<file path="src/rtl/fb_pixel_loader_pkg.sv">
// Shared types and constants for the frame-buffer pixel loader and the panel side.
// Pixel layout is {R[3:0], G[3:0], B[3:0]}; two pixels are packed into three bytes.
package fb_pixel_loader_pkg;

    localparam int unsigned PIX_W_DEF     = 12;
    localparam int unsigned ADDR_W_DEF    = 12;
    localparam logic [7:0]  SYNC_BYTE_DEF = 8'hA5;

    typedef enum logic [2:0] {
        StIdle,
        StB0,
        StB1,
        StB2,
        StDone
    } state_e;

    typedef logic [PIX_W_DEF-1:0] pixel_t;

    function automatic logic [3:0] pix_red(input pixel_t p);
        return p[11:8];
    endfunction

    function automatic logic [3:0] pix_green(input pixel_t p);
        return p[7:4];
    endfunction

    function automatic logic [3:0] pix_blue(input pixel_t p);
        return p[3:0];
    endfunction

    // First pixel of a triplet: whole first byte plus high nibble of the second.
    function automatic pixel_t pack_pix0(input logic [7:0] hold, input logic [7:0] b);
        return {hold, b[7:4]};
    endfunction

    // Second pixel: low nibble of the second byte plus the whole third byte.
    function automatic pixel_t pack_pix1(input logic [3:0] nib, input logic [7:0] b);
        return {nib, b};
    endfunction

endpackage

</file>
<file path="src/rtl/fb_byte_timeout.sv">
// Inter-byte idle counter: clears on every accepted byte and pulses expired_o
// once TIMEOUT consecutive idle cycles have elapsed while counting is enabled.
module fb_byte_timeout #(
    parameter int unsigned TIMEOUT = 50000
) (
    input  logic clk,
    input  logic rst,
    input  logic clear_i,
    input  logic count_en_i,
    output logic expired_o
);

    localparam int unsigned CntW = $clog2(TIMEOUT) + 1;

    logic [CntW-1:0] cnt_q, cnt_d;

    always_comb begin
        expired_o = count_en_i && !clear_i && (cnt_q == CntW'(TIMEOUT - 1));
        if (clear_i || !count_en_i || expired_o) begin
            cnt_d = '0;
        end else begin
            cnt_d = cnt_q + CntW'(1);
        end
    end

    always_ff @(posedge clk) begin
        if (rst) begin
            cnt_q <= '0;
        end else begin
            cnt_q <= cnt_d;
        end
    end

endmodule

</file>
<file path="src/rtl/fb_pixel_loader.sv">
// Byte-stream to frame-memory loader: waits for a sync byte, then unpacks
// 2 pixels per 3 bytes into sequential 12bpp writes and flags frame end/abort.
module fb_pixel_loader
    import fb_pixel_loader_pkg::*;
#(
    parameter int unsigned ADDR_W    = ADDR_W_DEF,
    parameter int unsigned PIX_W     = PIX_W_DEF,
    parameter logic [7:0]  SYNC_BYTE = SYNC_BYTE_DEF,
    parameter int unsigned TIMEOUT   = 50000
) (
    input  logic              clk,
    input  logic              rst,
    input  logic [7:0]        rx_data,
    input  logic              rx_valid,
    output logic              rx_ready,
    output logic              wr_en,
    output logic [ADDR_W-1:0] wr_addr,
    output logic [PIX_W-1:0]  wr_data,
    output logic              busy,
    output logic              frame_done,
    output logic              err_timeout
);

    localparam logic [ADDR_W-1:0] LastAddr = '1;

    state_e            state_q, state_d;
    logic [7:0]        hold_q, hold_d;
    logic [3:0]        nib_q, nib_d;
    logic [ADDR_W-1:0] pix_q, pix_d;
    logic [ADDR_W-1:0] pix_inc;

    logic              rx_ready_q, rx_ready_d;
    logic              wr_en_q, wr_en_d;
    logic [ADDR_W-1:0] wr_addr_q, wr_addr_d;
    logic [PIX_W-1:0]  wr_data_q, wr_data_d;
    logic              busy_q, busy_d;
    logic              frame_done_q, frame_done_d;
    logic              err_timeout_q, err_timeout_d;

    logic              accept;
    logic              in_frame;
    logic              expired;

    assign accept   = rx_valid && rx_ready_q;
    assign in_frame = (state_q == StB0) || (state_q == StB1) || (state_q == StB2);
    assign pix_inc  = pix_q + ADDR_W'(1);

    fb_byte_timeout #(
        .TIMEOUT (TIMEOUT)
    ) u_timeout (
        .clk        (clk),
        .rst        (rst),
        .clear_i    (accept),
        .count_en_i (in_frame),
        .expired_o  (expired)
    );

    always_comb begin
        state_d       = state_q;
        hold_d        = hold_q;
        nib_d         = nib_q;
        pix_d         = pix_q;
        wr_en_d       = 1'b0;
        wr_addr_d     = wr_addr_q;
        wr_data_d     = wr_data_q;
        frame_done_d  = 1'b0;
        err_timeout_d = 1'b0;

        unique case (state_q)
            StIdle: begin
                if (accept && (rx_data == SYNC_BYTE)) begin
                    state_d = StB0;
                    pix_d   = '0;
                end
            end
            StB0: begin
                if (accept) begin
                    hold_d  = rx_data;
                    state_d = StB1;
                end
            end
            StB1: begin
                if (accept) begin
                    wr_en_d   = 1'b1;
                    wr_addr_d = pix_q;
                    wr_data_d = pack_pix0(hold_q, rx_data);
                    nib_d     = rx_data[3:0];
                    state_d   = StB2;
                end
            end
            StB2: begin
                if (accept) begin
                    wr_en_d   = 1'b1;
                    wr_addr_d = pix_inc;
                    wr_data_d = pack_pix1(nib_q, rx_data);
                    if (pix_inc == LastAddr) begin
                        frame_done_d = 1'b1;
                        pix_d        = '0;
                        state_d      = StDone;
                    end else begin
                        pix_d   = pix_inc + ADDR_W'(1);
                        state_d = StB0;
                    end
                end
            end
            StDone: begin
                state_d = StIdle;
            end
            default: begin
                state_d = StIdle;
            end
        endcase

        // Expiry only fires on cycles without an accepted byte, so no write is lost here.
        if (expired) begin
            state_d       = StIdle;
            err_timeout_d = 1'b1;
        end

        rx_ready_d = (state_d != StDone);
        busy_d     = (state_d != StIdle);
    end

    always_ff @(posedge clk) begin
        if (rst) begin
            state_q       <= StIdle;
            hold_q        <= '0;
            nib_q         <= '0;
            pix_q         <= '0;
            rx_ready_q    <= 1'b1;
            wr_en_q       <= 1'b0;
            wr_addr_q     <= '0;
            wr_data_q     <= '0;
            busy_q        <= 1'b0;
            frame_done_q  <= 1'b0;
            err_timeout_q <= 1'b0;
        end else begin
            state_q       <= state_d;
            hold_q        <= hold_d;
            nib_q         <= nib_d;
            pix_q         <= pix_d;
            rx_ready_q    <= rx_ready_d;
            wr_en_q       <= wr_en_d;
            wr_addr_q     <= wr_addr_d;
            wr_data_q     <= wr_data_d;
            busy_q        <= busy_d;
            frame_done_q  <= frame_done_d;
            err_timeout_q <= err_timeout_d;
        end
    end

    assign rx_ready    = rx_ready_q;
    assign wr_en       = wr_en_q;
    assign wr_addr     = wr_addr_q;
    assign wr_data     = wr_data_q;
    assign busy        = busy_q;
    assign frame_done  = frame_done_q;
    assign err_timeout = err_timeout_q;

endmodule
</file>
<file path="config.mk">
export PLATFORM = sky130hd
export DESIGN_NAME = fb_pixel_loader
export DESIGN_NICKNAME = d
export VERILOG_FILES = /design/src/rtl/fb_pixel_loader_pkg.sv /design/src/rtl/fb_byte_timeout.sv /design/src/rtl/fb_pixel_loader.sv
export SDC_FILE = /design/constraint.sdc
export NUM_CORES = 1
export LEC_CHECK = 0
export ABC_AREA = 1
export CORE_MARGIN = 1
export CORE_UTILIZATION = 31
export DETAILED_ROUTE_END_ITERATION = 8
export PLACE_DENSITY = 0.5
export SLEW_MARGIN = 40
export SYNTH_ARGS = -nofsm -noshare
export SYNTH_HDL_FRONTEND = slang
export SYNTH_SLANG_ARGS = --single-unit
export TNS_END_PERCENT = 20
</file>
<file path="constraint.sdc">
create_clock -name clk -period 3.8 [get_ports clk]
set_clock_uncertainty 0.15 [all_clocks]
set_input_delay 0.76 -clock clk [delete_from_list [all_inputs] [get_ports clk]]
set_output_delay 0.76 -clock clk [all_outputs]
set_load 0.01 [all_outputs]
</file>
**Metal 1**

Scale: 4 px per µm.
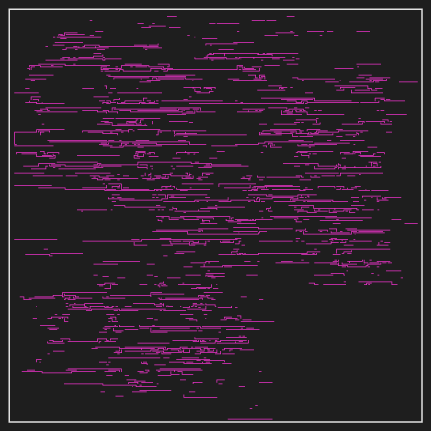
longest straight run: 35.0 µm
wire length on this layer: 3,640 µm
main direction: horizontal
nets with wire on the layer: 456
GR met1 Demand/Resource: 0.198
routed wire length: 7620 µm
Vias: 2,898

**Zoomed window**

Window x 13 to 38, y 65 to 90 µm. Cells in gray, sequential cells in the stronger gray; small squares are vias.
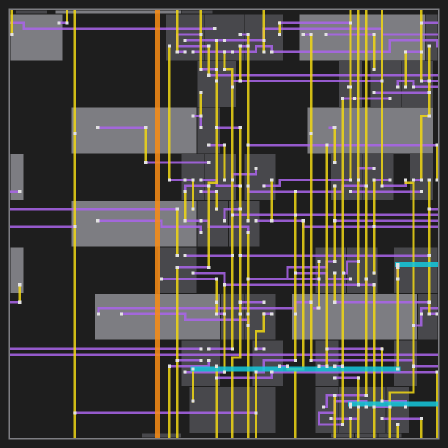
[orange] metal 4
[yellow] metal 2
[cyan] metal 3
[purple] metal 1
netlist names of flops here include: hold_q (5), nib_q (1)
most frequent: nand2_1 (7)
sequential cells in the window: 6
cells with their middle in the window: 37

**Cells colored by class**

Scale: 4 px per µm.
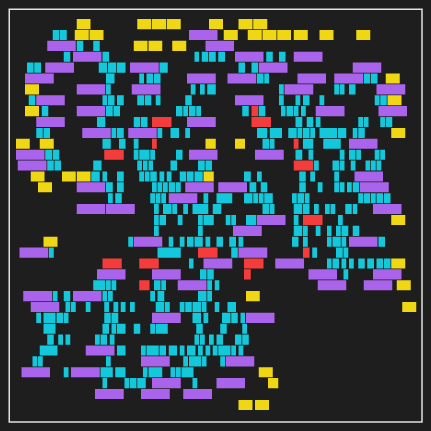
[red] clock drivers and dummy loads | cells: 15 | share of their area: 4.2%
[purple] sequential cells | cells: 72 | share of their area: 39%
[cyan] combinational and other logic | cells: 340 | share of their area: 45%
[yellow] remaining buffers and delay cells | cells: 43 | share of their area: 12%
Rows: 36
Layout Utilization: 0.389
Core Box Area: 9820 µm²
Seq area share: 0.377

**Routing congestion map**

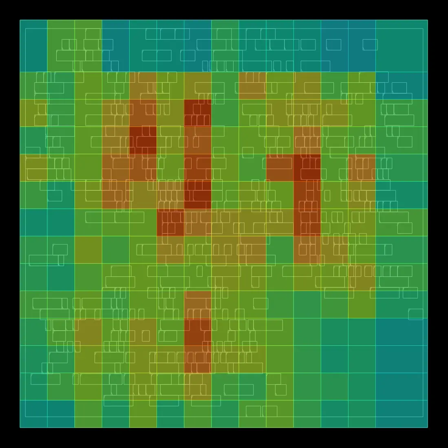
met3 Use GR: 0.0407
Routed WL per cell: 12.6 µm
met2 usage: 0.254
GR peak layer: met2
All-Layer GR Usage: 0.155

**Sizing map**

Scale: 4 px per µm.
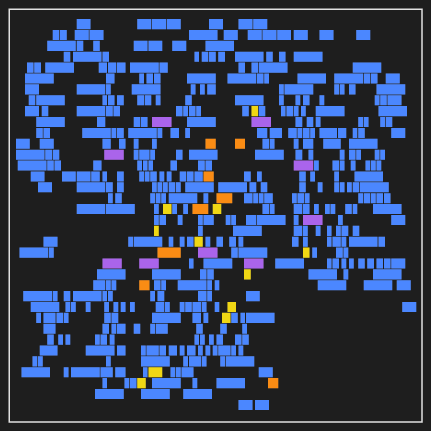
[orange] _3 and _4 cells | cells: 8 | most used: buf_4
[blue] _0 and _1 cells | cells: 442 | most used: dfxtp_1
[purple] _6 and larger | cells: 9 | most used: clkbuf_8
[yellow] _2 cells | cells: 11 | most used: nand2_2
Area Overhead vs Synth: 21.2%
post-route cell area: 3820 µm²

## metrics by stage
step                      setup slack (ns)   util  hold WS [ns]  std cells  instance area [µm²]
after global placement                1.05  0.373         0.304        588                 3670
after CTS                             1.39  0.389         0.322        603                 3820
after global routing                  1.19  0.389         0.328        603                 3820
after detailed placement              1.01  0.373         0.309        588                 3670
after floorplan                       1.97      -         0.292        427                 3150
final                                 1.40  0.389         0.318        603                 3820
## worst max-delay path by stage
| stage | startpoint | end | slack, ns | depth (start not counted) |
|---|---|---|---|---|
| final | rst | wr_data[6] | 1.40 | 6 |
| after global routing | rx_valid | wr_addr[2] | 1.19 | 7 |
| after CTS | rx_valid | wr_addr[4] | 1.39 | 7 |
| after detailed placement | rx_valid | wr_addr[4] | 1.01 | 7 |
| after global placement | rx_valid | wr_addr[4] | 1.05 | 7 |
| after floorplan | rx_valid | u_timeout.cnt_q[14] | 1.97 | 8 |
## state kept, by name, summed over array words and instances (netlist names)
name,flops
nib_q,4
pix_q,11
wr_addr,12
frame_done,1
wr_data,12
hold_q,8
wr_en,1
state_q,3
busy,1
err_timeout,1
u_timeout.cnt_q,17
rx_ready,1
## worst reg2reg max path: cells and delay by family, from the launching register on
family / cells / cell delay (ns)
AOI/OAI and AO/OA: 2 / 0.24
and+or+nand+nor: 1 / 0.62
DFF: 1 / 0.46
buffers and inverters: 2 / 0.51
## layer usage
layer / track usage / routed length [µm]
met1: 0.198 / 3640
met2: 0.254 / 3650
met3: 0.0407 / 239
met4: 0.0498 / 99
met5: 0 / 0
## power by group
group | total [µW] | internal, µW | switching (µW)
clock network | 504 | 230 | 274
registers | 755 | 754 | 0.274
logic | 41.3 | 15.9 | 25.4
total | 1300 | 1000 | 300
==> results.cfg <==
; physical design summary
[status]
status = finished clean

[pwr]
p_leak_uw = 0.00136
ir_drop_v = 0.000182
power_density_nw_per_um2 = 340

[finish]
regArea_um2 = 1440
comb_cells = 301
fin_nets = 480
lay_top_cells = dfxtp_1 (72), nand2_1 (67), nor2_1 (61), a21oi_1 (44), clkdlybuf4s50_1 (39)
largestClassByArea = combinational gates
ff_count = 72
nClkBuffers = 11
clockNetworkAreaShare = 0.0403

[placed_design]
routabilityCongestion = 0.847
hpwl_um = 5400

[synth]
ys_top_logic_family = simple AND/OR/NAND/NOR gates
netlist_instances = 427
top_area_frac = 0.458
async_flop_share = 0
avgSynthCellArea_um2 = 7.38
ys_sh_mux = 0
largest_area_cell = dfxtp_1
top_cell = dfxtp_1
common_cells = dfxtp_1 (72), nand2_1 (67), nor2_1 (61), a21oi_1 (44), inv_1 (37)
synth_seq_share = 0.458
topCellsByArea = dfxtp_1 (46%), nand2_1 (8.0%), nor2_1 (7.3%), a21oi_1 (7.0%), o21ai_0 (5.6%)

[clock_tree]
cts_buffers = 9
cts_tree = built
cts_setup_buffers = 0
cts.clk_slew.worst_paths_ns = 0.08

[die]
die_width_um = 103
io_pins = 40

[setup_path]
crit_type = in2reg
timing.critical_path.mode_cell = buf_4
worst-path-buf-inv = 4
critPathArrivalTime_ns = 2.47
ff2ff_path_depth = 5

[sta]
period_minus_slack_ns = 2.40
drv_slew = 0
fmax_mhz = 417
max-slew-margin-rel = 0.507

[detailed_routing]
drc = 0
drt_iter0_markers = 107

[grt]
gr-total-overflow = 0
antenna_found_initial = 0
No activity file was given, so power comes from the tool's default toggle rates.
